Figure 1. Clock network drawn from the DEF (run 1).
(4 px per um)
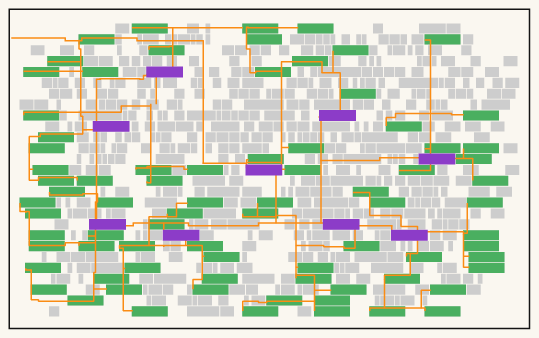
Figure 2. Wires at chosen ports, followed through buffers (run 1).
(4 px per um)
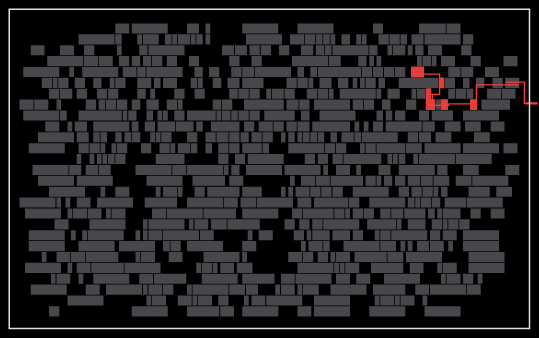
Figure 3. The clock network (run 1).
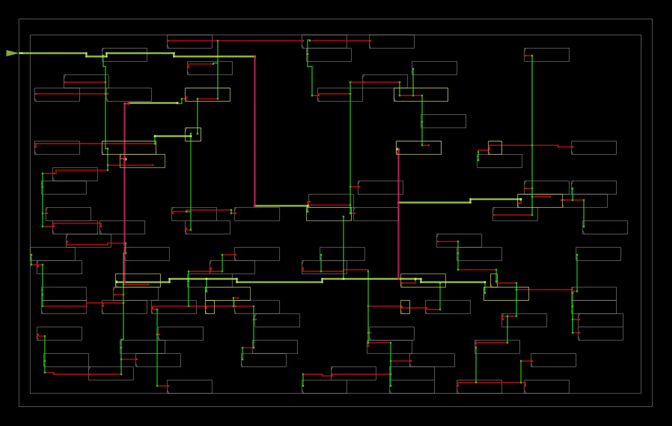
Design diretorio_home, sky130hd; sources not shown.
==> results_dict.tcl, run 1 <==
# place-and-route summary
set metrics [dict create \
    status "finished clean" \
    nNetsFinal 581 \
    combGateArea_um2 2740 \
    clockRootBuffer "clkbuf_16" \
    die_y_um 79.4 \
    clock_path_buffers 2 \
    switching_share_pct 23.0 \
    cts_tree "yes" \
    p_seq_share_pct 44.5 \
    rows 27 \
    grt_use_total_pct 29.8 \
    combPwrFrac_pct 7.0 \
    hpwl_mm 10.6 \
    grt_pass1_wl_mm 22.7 \
    rsz0062_at_grt "no" \
    drt_pre_antenna_iters 5 \
    core-area_um2 9190 \
    common_cells "dfrtp_1 (78), nor2_1 (72), mux2i_1 (52)" \
    yosys.area.top_type "dfrtp_1" \
    tns_ns 0 \
    p_leak_nw 2.94 \
    maxSlewHeadroom_pct 31.4 \
    final.period_utilization_pct 97.9 \
    crit_buf_inv 4 \
    initial_core_util_pct 51.6 \
    ys_cells 456 \
    grt_max_degree 79 \
    crit_fanout 7 \
    power.density_nw_per_um2 397 \
    synth_area_per_cell_um2 10.4 \
    grt_overflow_total 0 \
    p_switching_uw 574 \
    cp.depth 9 \
    drcViolationCount 0 \
    cap_violations 0 \
    path_class "in -> reg" \
    wl_per_cell_um 20.6 \
    drv_slew 0 \
    warnings 28 \
    synth_area_um2 4740 \
    synthCells 456 \
    nFillCells 709 \
    gp_congestion 1.01 \
    synth_cell_types 74 \
    ys.flops 78 \
    grt_pass1_vias 4001 \
    peakVddDrop_uv 267 \
    drive_gt1_share_pct 32.2 \
    synth-edff-count 0 \
    post-route-min-period_ns 2.84 \
    crit_path_end_kind "flip-flop" \
    route.vias.total 4225 \
    crit_chain "clkdlybuf4s50_1 > inv_1 > buf_12 > mux2i_4 > buf_4 > o22ai_4 > o21ai_1 > a221oi_2 > mux2_1" \
    ff2ff_setup_slack_ns 0.24 \
    ys_warn_count 0 \
    path_clk_slew_ns 0.06 \
    syn-num-nets 470 \
    syn_to_final_growth_pct 32.9 \
    cts_htree_levels 3 \
    top_cell "dfrtp_1" \
    hold_violations 0 \
    critPathTopFamily "buffers and inverters" \
    tightestPinTransition_ns 1.03 \
    hold_path_class "in -> async" \
    largest_reg_flops 32 \
    cpPeakStageDelay_ns 0.62 \
    die_x_um 130 \
    ys_dominant_reg_cell "dfrtp_1" \
    fmax_ghz 0.352 \
    cp_slowest_cell "clkdlybuf4s50_1" \
    cp-start-kind "input port" \
    ant_nets 0 \
    num_antenna_cells 0 \
    drtIter0Drc 495 \
    grt_antenna_before_repair 0 \
    ys_seq_share_pct 41.2 \
    viasPerCell 6.02 \
    setup_viol 0 \
    synthArstFlopShare_pct 100 \
]
-- Figure 1 (at the start) --
legend:
  cells driving clock nets:
    color: purple
    count: 9
  flip-flops:
    color: green
    count: 78
  clock wires:
    color: orange
    length: 1100 um
flops lie: widely spread
routed clock nets: 10
clk latency late pin: 0.34 ns
P_clk: 1.21 mW
clock network fraction of design power: 48.5%

-- Figure 2 (at the start) --
legend:
  ReqValid:
    color: red
    direction: input
    end_cells: 6
    buffers: 1
    wire: 55.5 um
I/O pin cnt: 24
Port-buffer cells: 23

-- Figure 3 (at the start) --
TritonCTS Buffers: 9
CTS Sinks: 78

==> run 1: cell type report <==
type / instances / area share (%)
Clock buffer: 10 / 3.63
Clock inverter: 6 / 1.37
Inverter: 14 / 0.894
Multi-Input combinational cell: 336 / 43.4
Sequential cell: 78 / 31.0
Tap cell: 130 / 2.58
Timing Repair Buffer: 128 / 17.1
==> run 1: kinds of logic (layout without fill, tap and decap cells) <==
kind of cell	count (synthesis)	count (layout)	synth area share [%]
DFF	78	78	41.2
xor gates and xnor gates	6	6	1.11
and+or+nand+nor	156	156	17.6
AOI/OAI and AO/OA	90	90	14.4
muxes	81	81	21.1
buffers and inverters	42	158	3.88
adders and majority gates	3	3	0.739
==> run 1: placed cells by master (no fill, tap or decap), types with 5 or more instances in the layout <==
cell and instances:
buf_4 99, dfrtp_1 78, nor2_1 70, mux2i_1 52
nand2_1 27, clkdlybuf4s50_1 20, o21ai_0 15, a21oi_1 15
mux4_2 13, inv_1 12, mux2_2 11, o31ai_1 9
clkbuf_16 9, nand3_1 6, xnor2_1 6, a22o_1 6
nand2b_1 5, nor3_1 5
==> run 1: power by group through the flow <==
stage               Combinational [mW]  Sequential (mW)  Clock (mW)
CTS                              0.171             1.11        1.23
global route                     0.188             1.11        1.27
global placement                 0.165             1.13           0
floorplan                       0.0865             1.12           0
finish                           0.174             1.11        1.21
detailed placement               0.167             1.13           0
==> run 1: stage by stage <==
stage | area (um2) | setup WS (ns) | std cells | util (%) | power, mW
after floorplan | 4760 | -0.0112 | 456 | - | 1.20
after CTS | 6250 | 0.0266 | 702 | 68.0 | 2.51
after global routing | 6300 | 0.00756 | 702 | 68.6 | 2.58
final | 6300 | 0.0598 | 702 | 68.6 | 2.50
after global placement | 5850 | -0.518 | 685 | 63.6 | 1.30
after detailed placement | 5850 | -0.540 | 685 | 63.6 | 1.30
==> run 1: timing repair <==
action | in CTS | in global routing
setup buffers | 1 | 0
pin swaps | 2 | 3
setup endpoints to repair | 60 | 24
hold buffers | 0 | 0
resized | 15 | 9
==> run 1: metal layers <==
layer,wire (um),share of wire (%),vias to the layer above,track usage [%]
met5,0,0,-,0
met4,144,1.0,0,6.24
met3,1410,9.8,18,9.12
met2,5710,40,196,39.7
met1,7170,50,2111,46.9
li1,-,-,1900,-
==> run 1 -> run 2 <==
Settings changed: GPL_ROUTABILITY_DRIVEN set to 1, GPL_TIMING_DRIVEN set to 1.
Figure 4. M2 wires (run 2).
(4 px per um) Cells faint in the background.
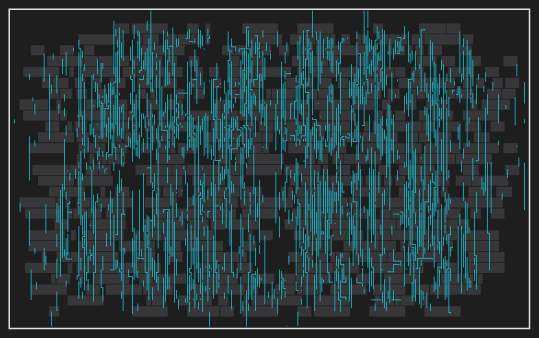
main direction: vertical
longest straight run: 42.5 um
WL final: 14.4 mm
met2 GRT Util: 39.7%
via count: 4225

Figure 5. Placement by cell class (run 2).
(4 px per um) Fill, decap, tap and diode cells in gray.
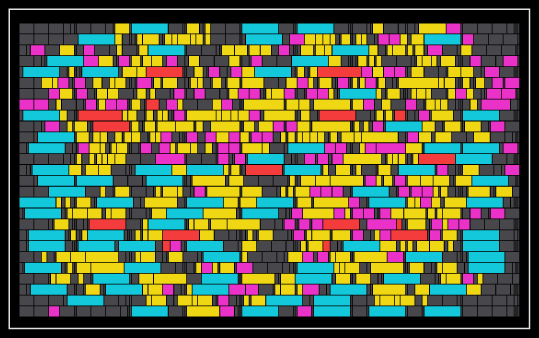
legend:
  clock drivers and dummy loads:
    color: red
    cells: 16
    share_of_their_area: 5.1%
  other buffers and delay cells:
    color: magenta
    cells: 128
    share_of_their_area: 18%
  flip-flops:
    color: cyan
    cells: 78
    share_of_their_area: 32%
  all other logic:
    color: yellow
    cells: 350
    share_of_their_area: 46%
post-layout util: 68.6%
row count: 27
Seq/total area: 31.0%
design area: 6300 um2
Core ar.: 9190 um2

==> run 2 against run 1 <==
  * Count of clock-buffer cells in the layout did not move
  * Critical path depth unchanged
  * Flip-flop count did not move
  * Cell count stayed put
  * First-iteration DRC count stayed put
  * Combinational power hardly changed
  * Routed wire length unchanged
  * Synthesized cell count did not move
  * Die area unchanged
  * Non-clock buffer count unchanged
  * Largest cell class unchanged
  * Largest power group unchanged
  * Worst hold slack is the same
  * Area after synthesis is the same
==> results_dict.tcl, run 2 <==
# place-and-route summary
set metrics [dict create \
    grt_pass1_wl_mm 22.7 \
    grt_overflow_total 0 \
    post-route-min-period_ns 2.84 \
    cts_htree_levels 3 \
    status "finished clean" \
    crit_path_end_kind "flip-flop" \
    ctsHoldBuffers 0 \
    synth_cell_types 74 \
    ys_dominant_reg_cell "dfrtp_1" \
    required_ns 2.97 \
    cp.depth 9 \
    grt_use_total_pct 29.8 \
    peakVddDrop_uv 267 \
    final.period_utilization_pct 97.9 \
    top_cell "dfrtp_1" \
    p_seq_share_pct 44.5 \
    fmax_ghz 0.352 \
    power.density_nw_per_um2 397 \
    path_clk_slew_ns 0.06 \
    dpl_cell_area_um2 5850 \
    critPathTopFamily "buffers and inverters" \
    place.port_buffers 23 \
    reg2reg_depth 6 \
    setup_viol 0 \
    place_ws_ns -0.540 \
    ys_seq_share_pct 41.2 \
    ys.flops 78 \
    numCtsBuffers 9 \
    yosys.area.top_type "dfrtp_1" \
    warnings 28 \
    layout_top_cell "buf_4" \
    cts_tree "yes" \
    combPwrFrac_pct 7.0 \
    syn_to_final_growth_pct 32.9 \
    cap_violations 0 \
    crit_fanout 7 \
    maxSlewHeadroom_pct 31.4 \
    die_y_um 79.4 \
    nNetsFinal 581 \
    synthCells 456 \
    tightestPinTransition_ns 1.03 \
    num_antenna_cells 0 \
    gp_congestion 1.01 \
    p_leak_nw 2.94 \
    clockRootBuffer "clkbuf_16" \
    synth_area_um2 4740 \
    p_switching_uw 574 \
    io_pins 24 \
    ant_nets 0 \
    synth_area_per_cell_um2 10.4 \
    drt_pre_antenna_iters 5 \
    final_cell_mix "buf_4 (99), dfrtp_1 (78), nor2_1 (70)" \
    common_cells "dfrtp_1 (78), nor2_1 (72), mux2i_1 (52)" \
    grt_antenna_before_repair 0 \
    viasPerCell 6.02 \
    syn-num-nets 470 \
    clock-sinks 78 \
    ff2ff_setup_slack_ns 0.24 \
    ys_warn_count 0 \
    wl_per_cell_um 20.6 \
    drcViolationCount 0 \
    nFillCells 709 \
    path_class "in -> reg" \
    drv_slew 0 \
    grt_max_degree 79 \
    cp_slowest_cell "clkdlybuf4s50_1" \
    drtIter0Drc 495 \
    hold_path_class "in -> async" \
    clock_path_buffers 2 \
    crit_chain "clkdlybuf4s50_1 > inv_1 > buf_12 > mux2i_4 > buf_4 > o22ai_4 > o21ai_1 > a221oi_2 > mux2_1" \
    hpwl_mm 10.6 \
    cp-start-kind "input port" \
    die_x_um 130 \
    grt_pass1_vias 4001 \
    rsz0062_at_grt "no" \
    ys_cells 456 \
    largest_reg_flops 32 \
    cpPeakStageDelay_ns 0.62 \
    synthArstFlopShare_pct 100 \
    clk_latency_ns 0.34 \
    crit_buf_inv 4 \
]
[run 2: cell type report]
cell class	count	area [um2]	area share, %
timing repair buffer	128	1080	17.1
clock buffer	10	229	3.63
sequential	78	1950	31.0
clock inverter	6	86.3	1.37
multi-input combinational	336	2740	43.4
tap	130	163	2.58
inverter	14	56.3	0.894
[run 2: what timing repair did]
action	CTS	global route
cloned	0	0
buffers inserted	1	0
pin swaps	2	3
endpoints found under the setup margin	60	24
hold endpoints to repair	0	0
gates resized	15	9
[run 2: cell families (layout without fill, tap and decap cells)]
group / Yosys count / in the layout / synth area share [%]
XOR/XNOR: 6 / 6 / 1.11
buffers and inverters: 42 / 158 / 3.88
adder cells (fa/ha/maj): 3 / 3 / 0.739
flip-flops: 78 / 78 / 41.2
AND-OR/OR-AND: 90 / 90 / 14.4
AND/OR/NAND/NOR: 156 / 156 / 17.6
multiplexers: 81 / 81 / 21.1
[run 2: routing by layer]
metal,track usage [%],part of all wire (%),up-vias
li1,-,-,1900
met1,46.9,50,2111
met2,39.7,40,196
met3,9.12,9.8,18
met4,6.24,1.0,0
met5,0,0,-
[run 2: power groups by stage]
stage                     combinational, mW  sequential [mW]  clock (mW)
after global routing                  0.188             1.11        1.27
after floorplan                      0.0865             1.12           0
after global placement                0.165             1.13           0
after CTS                             0.171             1.11        1.23
after detailed placement              0.167             1.13           0
final                                 0.174             1.11        1.21
[run 2: stage by stage]
step,utilization [%],std cells,setup TNS (ns),hold slack (ns),power [mW]
2_1_floorplan,-,456,-0.135,-0.0106,1.20
3_3_place_gp,63.6,685,-25.40,0.318,1.30
3_5_place_dp,63.6,685,-29.82,0.326,1.30
4_1_cts,68.0,702,0,0.149,2.51
5_1_grt,68.6,702,0,0.201,2.58
6_report,68.6,702,0,0.0884,2.50
Power figures rest on the tool's default switching activity, not on a simulated workload.
